**config.mk**
```make
export PLATFORM = sky130hd
export DESIGN_NAME = stim_player
export DESIGN_NICKNAME = d
export VERILOG_FILES = /design/src/rtl/stim_player.sv
export SDC_FILE = /design/constraint.sdc
export NUM_CORES = 1
export LEC_CHECK = 0
export CELL_PAD_IN_SITES_DETAIL_PLACEMENT = 1
export CELL_PAD_IN_SITES_GLOBAL_PLACEMENT = 2
export CORE_MARGIN = 2
export CORE_UTILIZATION = 41
export CTS_CLUSTER_SIZE = 24
export DETAILED_ROUTE_END_ITERATION = 8
export PLACE_DENSITY_LB_ADDON = 0.1
export SETUP_SLACK_MARGIN = 0.5
export SLEW_MARGIN = 20
export SYNTH_ARGS = -nofsm -noshare
export SYNTH_HDL_FRONTEND = slang
export SYNTH_SLANG_ARGS = --single-unit
```
**constraint.sdc**
```tcl
create_clock -name clk -period 3.5 [get_ports clk]
set_clock_uncertainty 0.1 [all_clocks]
set_input_delay 0.7 -clock clk [delete_from_list [all_inputs] [get_ports clk]]
set_output_delay 0.7 -clock clk [all_outputs]
set_load 0.02 [all_outputs]
```
**src/rtl/stim_player.sv**
```systemverilog
// Pattern stimulus player: serial-loaded word memory played onto stim_out,
// once or looping, with a trigger pulse at the start of every pass.
module stim_player #(
  parameter int DATA_W = 3,
  parameter int DEPTH  = 16,
  parameter int ADDR_W = 4
) (
  input  logic              clk,
  input  logic              rst,
  input  logic              shift_en,
  input  logic              shift_din,
  input  logic              update,
  input  logic              clear,
  input  logic              start,
  input  logic              stop,
  input  logic              loop_en,
  output logic [DATA_W-1:0] stim_out,
  output logic              trig_out,
  output logic              busy,
  output logic              done,
  output logic [ADDR_W:0]   count,
  output logic              ovf,
  output logic              load_err
);

  localparam int CNT_W = ADDR_W + 1;
  localparam logic [CNT_W-1:0] FULL = CNT_W'(DEPTH);

  typedef enum logic [1:0] {
    IDLE,
    RUN,
    FIN
  } state_e;

  state_e              state_q, state_d;
  logic [DATA_W-1:0]   sr_q, sr_d;
  logic [CNT_W-1:0]    count_q, count_d;
  logic [ADDR_W-1:0]   rd_q, rd_d;
  logic [DATA_W-1:0]   stim_q, stim_d;
  logic                trig_q, trig_d;
  logic                loop_q, loop_d;
  logic                ovf_q, ovf_d;
  logic                err_q, err_d;
  logic                we;
  logic                running;
  logic                last;
  logic [ADDR_W-1:0]   rd_nx;

  logic [DATA_W-1:0]   mem [DEPTH];

  assign running = (state_q == RUN);
  assign rd_nx   = rd_q + ADDR_W'(1);
  // rd_q is the index of the word currently on stim_out
  assign last    = ({1'b0, rd_q} == (count_q - CNT_W'(1)));

  always_comb begin
    sr_d    = sr_q;
    count_d = count_q;
    ovf_d   = ovf_q;
    err_d   = err_q;
    we      = 1'b0;

    if (shift_en) begin
      sr_d = {shift_din, sr_q[DATA_W-1:1]};
    end

    if (clear) begin
      if (running) begin
        err_d = 1'b1;
      end else begin
        count_d = '0;
        ovf_d   = 1'b0;
        err_d   = 1'b0;
      end
    end else if (update) begin
      if (running) begin
        err_d = 1'b1;
      end else if (count_q == FULL) begin
        ovf_d = 1'b1;
      end else begin
        we      = 1'b1;
        count_d = count_q + CNT_W'(1);
      end
    end
  end

  always_comb begin
    state_d = state_q;
    rd_d    = rd_q;
    stim_d  = stim_q;
    trig_d  = 1'b0;
    loop_d  = loop_q;

    unique case (state_q)
      IDLE: begin
        if (start && (count_q != '0)) begin
          state_d = RUN;
          rd_d    = '0;
          stim_d  = mem[0];
          trig_d  = 1'b1;
          loop_d  = loop_en;
        end
      end
      RUN: begin
        if (stop) begin
          state_d = IDLE;
        end else if (last) begin
          if (loop_q) begin
            rd_d   = '0;
            stim_d = mem[0];
            trig_d = 1'b1;
          end else begin
            state_d = FIN;
          end
        end else begin
          rd_d   = rd_nx;
          stim_d = mem[rd_nx];
        end
      end
      FIN: begin
        state_d = IDLE;
      end
      default: begin
        state_d = IDLE;
      end
    endcase
  end

  always_ff @(posedge clk) begin
    if (rst) begin
      state_q <= IDLE;
      sr_q    <= '0;
      count_q <= '0;
      rd_q    <= '0;
      stim_q  <= '0;
      trig_q  <= 1'b0;
      loop_q  <= 1'b0;
      ovf_q   <= 1'b0;
      err_q   <= 1'b0;
    end else begin
      state_q <= state_d;
      sr_q    <= sr_d;
      count_q <= count_d;
      rd_q    <= rd_d;
      stim_q  <= stim_d;
      trig_q  <= trig_d;
      loop_q  <= loop_d;
      ovf_q   <= ovf_d;
      err_q   <= err_d;
    end
  end

  always_ff @(posedge clk) begin
    if (!rst && we) begin
      mem[count_q[ADDR_W-1:0]] <= sr_q;
    end
  end

  assign stim_out = stim_q;
  assign trig_out = trig_q;
  assign busy     = running;
  assign done     = (state_q == FIN);
  assign count    = count_q;
  assign ovf      = ovf_q;
  assign load_err = err_q;

endmodule

```
==> deck_impl_summary.md, run 1 <==
Synthesis and Place & Route Summary

Timing
  • Final Max Tran Viols: 0
  • Hold Vio Cnt, Final: 0
  • Worst hold slack: ~0.39 ns
  • Rel. slew slack: 0.5205
  • Fmax: 361.4 MHz
  • RSZ-0062 raised after global routing: false
  • Setup TNS: 0 ns
  • Final Setup Violations: 0
  • Final Critical Period: around 2.8 ns

Placed design
  • Cells after DPL: 331
  • # port buffers: 21
  • Cell Area, Placed: roughly 0.0033 sq mm
  • Pre-CTS setup slack: between 0.6 and 0.7 ns
  • RD Place Congestion: roughly 0.76

Pwr
  • Net Sw Frac: 0.2132
  • Biggest consumer: registers
  • Pint: approximately 1.4 mW
  • Clk pwr share: 0.439
  • Seq. pwr: roughly 0.9 mW
  • Psw: 0.3791 mW
  • Comb. pwr: between 0.1 and 0.15 mW
  • Worst vdd ir: 0.0003449 V
  • Reg power frac: 0.502
  • Lkg Pwr: roughly 1.2 nW
  • Total design power: 1.778 mW

Cells and area
  • Reg area: 0.001862 sq mm
  • Combinational gate area: ~0.0011 sq mm
  • Share of layout cells above drive strength 1: 0.1700
  • Net count, final: 257
  • Diode count: 0
  • Highest-count logic cell in the final layout: edfxtp_1
  • P&R area growth vs syn: 17.27%
  • Core Util, Final: 0.4942
  • Post-Layout Inst Area: roughly 0.0036 sq mm
  • Non-filler instance count after layout: 346
  • Filler instances: between 700 and 800
  • Most frequent cells in the layout: edfxtp_1, nor2_1, dfxtp_1, clkdlybuf4s50_1, mux2i_1

Critical path
  • R2r setup slk: 0.73 ns
  • Crit. Startpoint: count[0]
  • CP Data Required Time: 3.65 ns
  • Worst setup path class: reg -> reg
  • R2r worst-path depth: 8
  • Setup crit end kind: flip-flop
  • Worst setup SP type: flip-flop
  • Critical path destination: stim_out[2]
  • Critical path fanouts, max: 9
  • Worst EP arrival: between 2 and 3 ns
  • Worst r2r src: count[0]
  • R2R Path End: stim_out[2]

Floorplan
  • Die Span Y: roughly 90 um
  • Io pins: 22
  • Die width: 90.35 um
  • FP Rows: 31
  • FP Util: 0.4214
  • Die ar.: slightly above 0.008 sq mm

Hold path
  • Hold crit path type: reg -> reg

Logic synthesis
  • MUX area fraction: 0.1310
  • Register area share after synthesis: 0.6091
  • FF+latch count, synth: between 60 and 70
  • Number of cells in Yosys stat: approximately 220
  • Async SR Flop Fraction: 0
  • Post-Synthesis Cells: between 200 and 250
  • Ys flop type: edfxtp_1
  • Cell Area, Synth: 0.003057 sq mm
  • Post-synth area hogs: edfxtp_1, dfxtp_1, mux4_2, mux2i_1, nor2_1
  • Basic Gates by Area: 0.1163
  • Adders+Majority by Area: 0.02047
  • YS chip area: 0.003057 sq mm
  • Synth cell types: 40
  • Top logic family: multiplexers
  • Post-synth EDFFs: roughly 48
  • Complex Gates by Area: 0.06877

Clock network
  • Post-CTS Setup Inserts: 0
  • CTS Root Buffer Type: clkbuf_8
  • Reg clk slew, reported paths: 0.08 ns
  • CTS H-tree lvls: 3

GRT
  • Met3 Use GR: 0.04508
  • Largest net degree at the start of global routing: 19
  • Initial antenna violation count: 0
  • Vias in the first global route: approximately 1.9k
  • Global routing usage on met1: 0.2524
  • Global-route wire length before repair: ~11 mm

Detailed routing
  • DRC viols: 0
  • DRT iter0 DRCs: ~74

Flow run
  • Maxcap violations: 0
  • Tool Warnings: 29

Status
  • Status: finished clean
## run 1: cells by family (layout without fill, tap and decap cells)
logic type / after synthesis / count (layout)
adder cells (fa/ha/maj): 5 / 5
AND-OR/OR-AND: 25 / 25
AND/OR/NAND/NOR: 71 / 71
flip-flops: 69 / 69
buffers and inverters: 14 / 43
multiplexers: 25 / 25
XOR/XNOR: 9 / 9
## run 1: layout make-up
cell class / instances / area share
Clock buffer: 9 / 0.03456
Clock inverter: 6 / 0.03106
Inverter: 4 / 0.004887
Multi-Input combinational cell: 135 / 0.3106
Sequential cell: 69 / 0.5194
Tap cell: 99 / 0.03456
Timing Repair Buffer: 24 / 0.06492
## run 1: flip-flops by register name, indices dropped and copies added (netlist names)
name	count
sr_q	3
stim_out	3
loop_q	1
load_err	1
ovf	1
count	5
state_q	2
trig_out	1
rd_q	4
mem	48
## run 1: worst min path at each step
stage / startpoint / end / slack, ns / cells past startpoint
floorplan: state_q[1] / trig_out / 0.33 / 1
global placement: ovf / ovf / 0.35 / 2
detailed placement: load_err / load_err / 0.38 / 2
CTS: load_err / load_err / 0.39 / 2
global route: loop_q / state_q[1] / 0.42 / 1
finish: load_err / load_err / 0.39 / 2
## run 1: repair_timing
action,4_1_cts,5_1_grt
hold buffers,0,0
endpoints found under the setup margin,0,6
endpoints found under the hold margin,0,0
resized,0,1
## run 1: critical path: stages, from the launching register on
cell,delay (ns)
dfxtp_1,0.52
inv_1,0.11
ha_1,0.29
o21ba_1,0.19
a221o_1,0.39
a2111oi_4,0.54
nor2_2,0.14
mux2i_1,0.17
a211oi_2,0.23
## run 1: per-layer routing
layer | part of all wire | up-vias
met1 | 0.48 | 931
li1 | - | 866
met5 | 0 | -
met4 | 0.0085 | 0
met2 | 0.48 | 33
met3 | 0.026 | 6
Figure 1. Clock network drawn from the DEF (run 1).
Bar = 20 um.
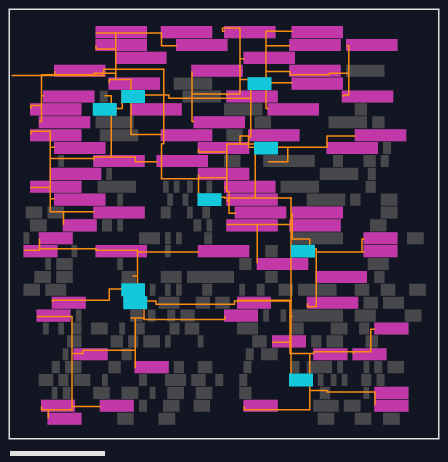
[magenta] flip-flops | count: 69
[orange] clock wires | length: 892 um
[cyan] clock-net drivers | count: 9
flops lie	all over the die
routed clock nets	10

Figure 2. Signal metal coverage by tile (run 1).
The die is cut into 18 by 18 equal tiles; dark blue is low, red is high, scaled to the fullest tile. Values are wire area over tile area, all layers added.
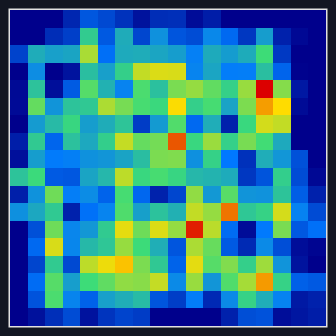
mean over tiles	0.13
nearly empty tiles	12%
densest ninth of the die	centre
tiles over half the peak	24%
average wire per standard cell: 19.97 um
via count: 1,836
all-layer global routing usage: 0.1820
WL final: 6.910 mm

Figure 3. Clock wiring as the flow saved it (run 1).
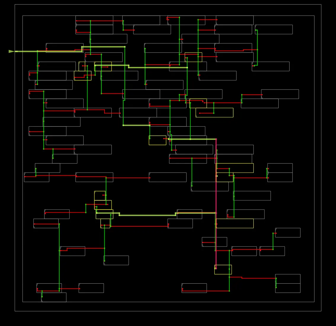
clock buf count: 9
total clock sinks: 69
TritonCTS Buffers: 9
clk pwr: 0.781 mW
clk_lat worst skew: 0.34 ns

Figure 4. Sequential cells coloured by netlist name (run 1).
Other sequential cells in the stronger grey, the rest of the logic in the fainter grey.
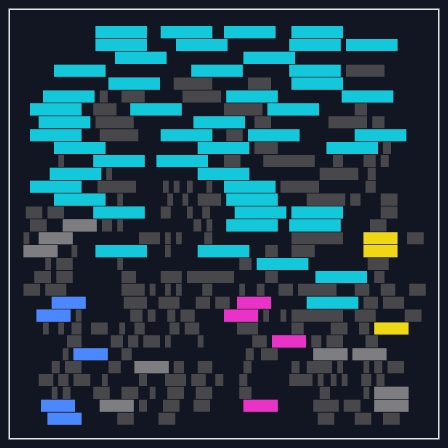
colour	name in the netlist	placed flops
blue	count	5
magenta	rd_q	4
cyan	mem	48
yellow	stim_out	3
not coloured	9

==> run 2: changes to the inputs <==
--- a/config.mk
+++ b/config.mk
@@ -8,7 +8,7 @@
 export CELL_PAD_IN_SITES_DETAIL_PLACEMENT = 1
 export CELL_PAD_IN_SITES_GLOBAL_PLACEMENT = 2
 export CORE_MARGIN = 2
-export CORE_UTILIZATION = 41
+export CORE_UTILIZATION = 37
 export CTS_CLUSTER_SIZE = 24
 export DETAILED_ROUTE_END_ITERATION = 8
 export PLACE_DENSITY_LB_ADDON = 0.1
==> constraint.sdc (replaced) <==
create_clock -name clk -period 2.2 [get_ports clk]
set_clock_uncertainty 0.1 [all_clocks]
set_input_delay 0.44 -clock clk [delete_from_list [all_inputs] [get_ports clk]]
set_output_delay 0.44 -clock clk [all_outputs]
set_load 0.02 [all_outputs]
Figure 5. Signal metal coverage by tile (run 2).
The die is cut into 19 by 19 equal tiles; dark blue is low, red is high, scaled to the fullest tile. Values are wire area over tile area, all layers added.
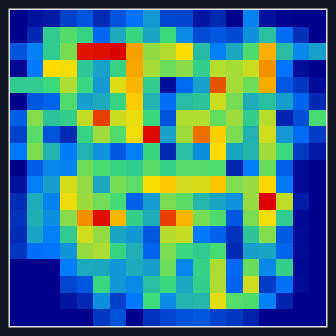
tiles over half the peak	31%
mean over tiles	0.12
nearly empty tiles	11%
fullest tile	0.32

Figure 6. Placement by cell class (run 2).
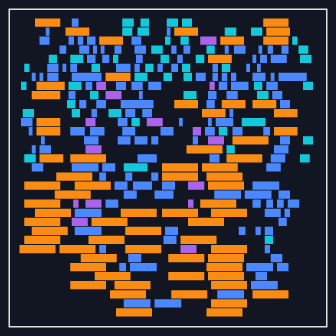
colour	class	cells	share of their area
purple	clock drivers and dummy loads	15	4.3%
orange	registers	69	49%
blue	remaining logic cells	140	35%
cyan	remaining buffers and delay cells	48	11%
Core Util, Final: 0.4859
sequential cell area share: 0.4766
Post-Layout Inst Area: 0.003933 sq mm
FP Rows: 33
core area: 0.008093 sq mm

==> run 2 against run 1 <==
  * Global-route usage decreased by 0.97 points
  * Critical endpoint is now stim_out[1]
  * Synthesized cell count unchanged
  * Worst setup slack lost 0.72 ns
  * Sequential power is 59% higher
  * Synthesized area stayed put
  * Sequential share of layout area is 4.3 points lower
  * Maximum frequency is 26% higher
  * Power grew 41%
  * Worst hold slack lost 0.020 ns
==> deck_impl_summary.md, run 2 <==
Synthesis and Place & Route Summary

Status
  • Status: finished clean

Timing
  • Hold Vio Cnt, Final: 0 (unchanged)
  • Rel. slew slack: 0.5465 (+0.02605)
  • Fmax: 456.7 MHz (+26%)
  • Least-Margin Pin Slew: ~0.68 ns
  • RSZ-0062 raised after global routing: true
  • Final Cycle Share: 0.9952
  • Final Critical Period: 2.189 ns (-0.5776 ns)
  • Final Setup Violations: 0 (unchanged)
  • Setup TNS: 0 ns (unchanged)
  • Final Worst Setup Slack: roughly 0.011 ns
  • Final Max Tran Viols: 0 (unchanged)
  • Worst hold slack: 0.3671 ns (-0.01996 ns)

Logic synthesis
  • Synth warn: 0
  • Async SR Flop Fraction: 0 (unchanged)
  • YS chip area: 0.003057 sq mm (unchanged)
  • Synth area leader: edfxtp_1
  • Top-area cell share: 0.4716
  • Synth top cell by count: edfxtp_1
  • Post-Synthesis Cells: 218 (unchanged)
  • FF+latch count, synth: 69 (unchanged)
  • Synth cell types: 40 (unchanged)
  • Syn Area/Cell: roughly 14 sq um
  • Cell Area, Synth: 0.003057 sq mm (unchanged)
  • Nets at Floorplan: around 230
  • Ys flop type: edfxtp_1
  • Post-synth EDFFs: 48 (unchanged)
  • Register area share after synthesis: 0.6091 (unchanged)
  • Top cells by count: edfxtp_1, nor2_1, dfxtp_1
  • Number of cells in Yosys stat: 218 (unchanged)
  • Post-synth area hogs: edfxtp_1, dfxtp_1, mux4_2, mux2i_1, nor2_1

Detailed routing
  • 1st-pass router iterations: 4
  • Via count: 1,909 (+4.0%)
  • Routed length on met2: 3.467 mm (+4.3%)
  • Met3 WL post-DR: 126 um (-31%)
  • Vias per inst: ~5.1
  • WL final: 7.059 mm (+2.2%)
  • Antenna Nets Post-Route: 0
  • Average wire per standard cell: 18.72 um (-6.2%)
  • DRC viols: 0 (unchanged)
  • WL met1: 3.381 mm (+1.1%)
  • DRT iter0 DRCs: 38 (-49%)
  • Top Metal Used: met4

Flow run
  • Maxcap violations: 0 (unchanged)
  • Tool Warnings: 32 (+10%)

Critical path
  • Critical Path Max Stage Delay: 0.36 ns (-0.18 ns)
  • Worst Path Buf+Inv: 2 (+1)
  • CP Data Required Time: 2.36 ns (-1.29 ns)
  • Setup crit end kind: flip-flop
  • Slowest cell on crit path: dfxtp_4
  • Top delay family on crit path: AND-OR/OR-AND gates
  • Worst setup SP type: flip-flop
  • Critical path fanouts, max: 6 (-3)
  • Worst setup path class: reg -> reg
  • Worst EP arrival: 2.35 ns (-0.57 ns)
  • Cell Chain, Critical Path: inv_4 -> ha_4 -> o21ba_1 -> a221o_1 -> a2111oi_4 -> buf_6 -> nor2_4 -> mux2i_1 -> a211oi_2

Cells and area
  • Number of flip-flops in the largest register: 48 (unchanged)
  • Reg area: 0.001874 sq mm (+0.67%)
  • Net count, final: 282 (+9.7%)
  • P&R area growth vs syn: 28.65%
  • Highest-count logic cell in the final layout: edfxtp_1
  • Combinational gate area: 0.001316 sq mm (+18%)
  • Diode count: 0 (unchanged)
  • Share of layout cells above drive strength 1: 0.3971 (+0.2270)
  • Filler instances: 844 (+12%)
  • Most frequent cells in the layout: edfxtp_1, buf_4, nor2_1

Clock network
  • CTS Hold Buffers Added: 0 (unchanged)
  • CTS Root Buffer Type: clkbuf_8
  • CTS tree: yes
  • TritonCTS Buffers: 9 (unchanged)
  • Total clock sinks: 69 (unchanged)
  • Reg clk slew, reported paths: 0.07 ns (about the same)
  • Maximum root-to-sink buffer count: 2
  • Clk_lat worst skew: 0.34 ns (about the same)
  • CTS H-tree lvls: 3 (unchanged)

GRT
  • Grt ovf: 0
  • Vias in the first global route: 2,059 (+6.8%)
  • All-layer global routing usage: 0.1724 (-0.009652)
  • Largest net degree at the start of global routing: 19 (unchanged)
  • Initial antenna violation count: 0 (unchanged)
  • Global-route wire length before repair: 11.32 mm (+1.3%)

Pwr
  • Reg power frac: 0.566 (+0.064)
  • Clk pwr share: 0.351 (-0.088)
  • Pint: 1.901 mW (+36%)
  • Psw: 0.6007 mW (+58%)
  • Power per cell area: around 640 mW/mm^2
  • Clk pwr: 0.877 mW (+12%)
  • Comb pwr share: 0.084
  • Worst vdd ir: 0.0003746 V (+8.6%)
  • Seq. pwr: 1.42 mW (+59%)
  • Comb. pwr: 0.209 mW (+99%)
  • Biggest consumer: registers
  • Net Sw Frac: 0.2401 (+0.02685)
  • Lkg Pwr: 1.359 nW (+17%)

Placed design
  • # port buffers: 21 (unchanged)
  • Pre-CTS setup slack: -0.04584 ns (-0.7094 ns)
  • Final HPWL DP: around 5.2 mm
  • RD Place Congestion: 0.8066 (+6.2%)

Floorplan
  • Die width: 94.89 um (+5.0%)
  • FP Util: 0.3777 (-0.04372)
  • Die ar.: 0.009004 sq mm (+10%)
  • Io pins: 22 (unchanged)
  • Die Span Y: 94.89 um (+5.0%)

Hold path
  • Hold crit path type: reg -> reg
[run 2: cell counts after synthesis]
No cell type changed its count.
[run 2: worst paths after layout]
| check | from | endpoint | slack (ns) | cells after the start |
|---|---|---|---|---|
| max | count[0] | stim_out[1] | 0.01 | 9 |
| min | ovf | ovf | 0.37 | 2 |
| max reg2reg | count[0] | stim_out[1] | 0.01 | 9 |
| min reg2reg | ovf | ovf | 0.37 | 2 |
[run 2: cell families (layout without fill, tap and decap cells)]
| kind of cell | count (synthesis) | after routing | share of synthesized area |
|---|---|---|---|
| adder cells (fa/ha/maj) | 5 | 5 | 0.02047 |
| flip-flops | 69 | 69 | 0.6091 |
| buffers and inverters | 14 | 67 | 0.02865 |
| XOR/XNOR | 9 | 9 | 0.02579 |
| multiplexers | 25 | 25 | 0.1310 |
| AND/OR/NAND/NOR | 71 | 71 | 0.1163 |
| AND-OR/OR-AND | 25 | 26 | 0.06877 |
[run 2: per-stage QoR]
stage | std cells | area (sq um) | power [mW]
floorplan | 218 | 3214 | 1.562
global route | 377 | 3933 | 2.614
global placement | 355 | 3669 | 1.638
detailed placement | 355 | 3669 | 1.645
finish | 377 | 3933 | 2.502
CTS | 374 | 3904 | 2.535
[run 2: final cells by class]
cell class,instances,share of cell area
clock inverter,6,0.01018
clock buffer,9,0.03150
sequential,69,0.4766
timing repair buffer,48,0.1079
inverter,4,0.005727
multi-input combinational,136,0.3347
tap,105,0.03341
[run 2: metal layers]
metal / track usage / vias up
met5: 0 / -
met1: 0.2398 / 965
met2: 0.2707 / 19
li1: - / 918
met3: 0.02953 / 7
met4: 0.06522 / 0
[run 2: what timing repair did]
action / in CTS / in global routing
buffers inserted: 3 / 3
endpoints found under the setup margin: 77 / 70
pin swaps: 12 / 1
resized: 42 / 12
gates cloned: 1 / 0
Power figures rest on the tool's default switching activity, not on a simulated workload.
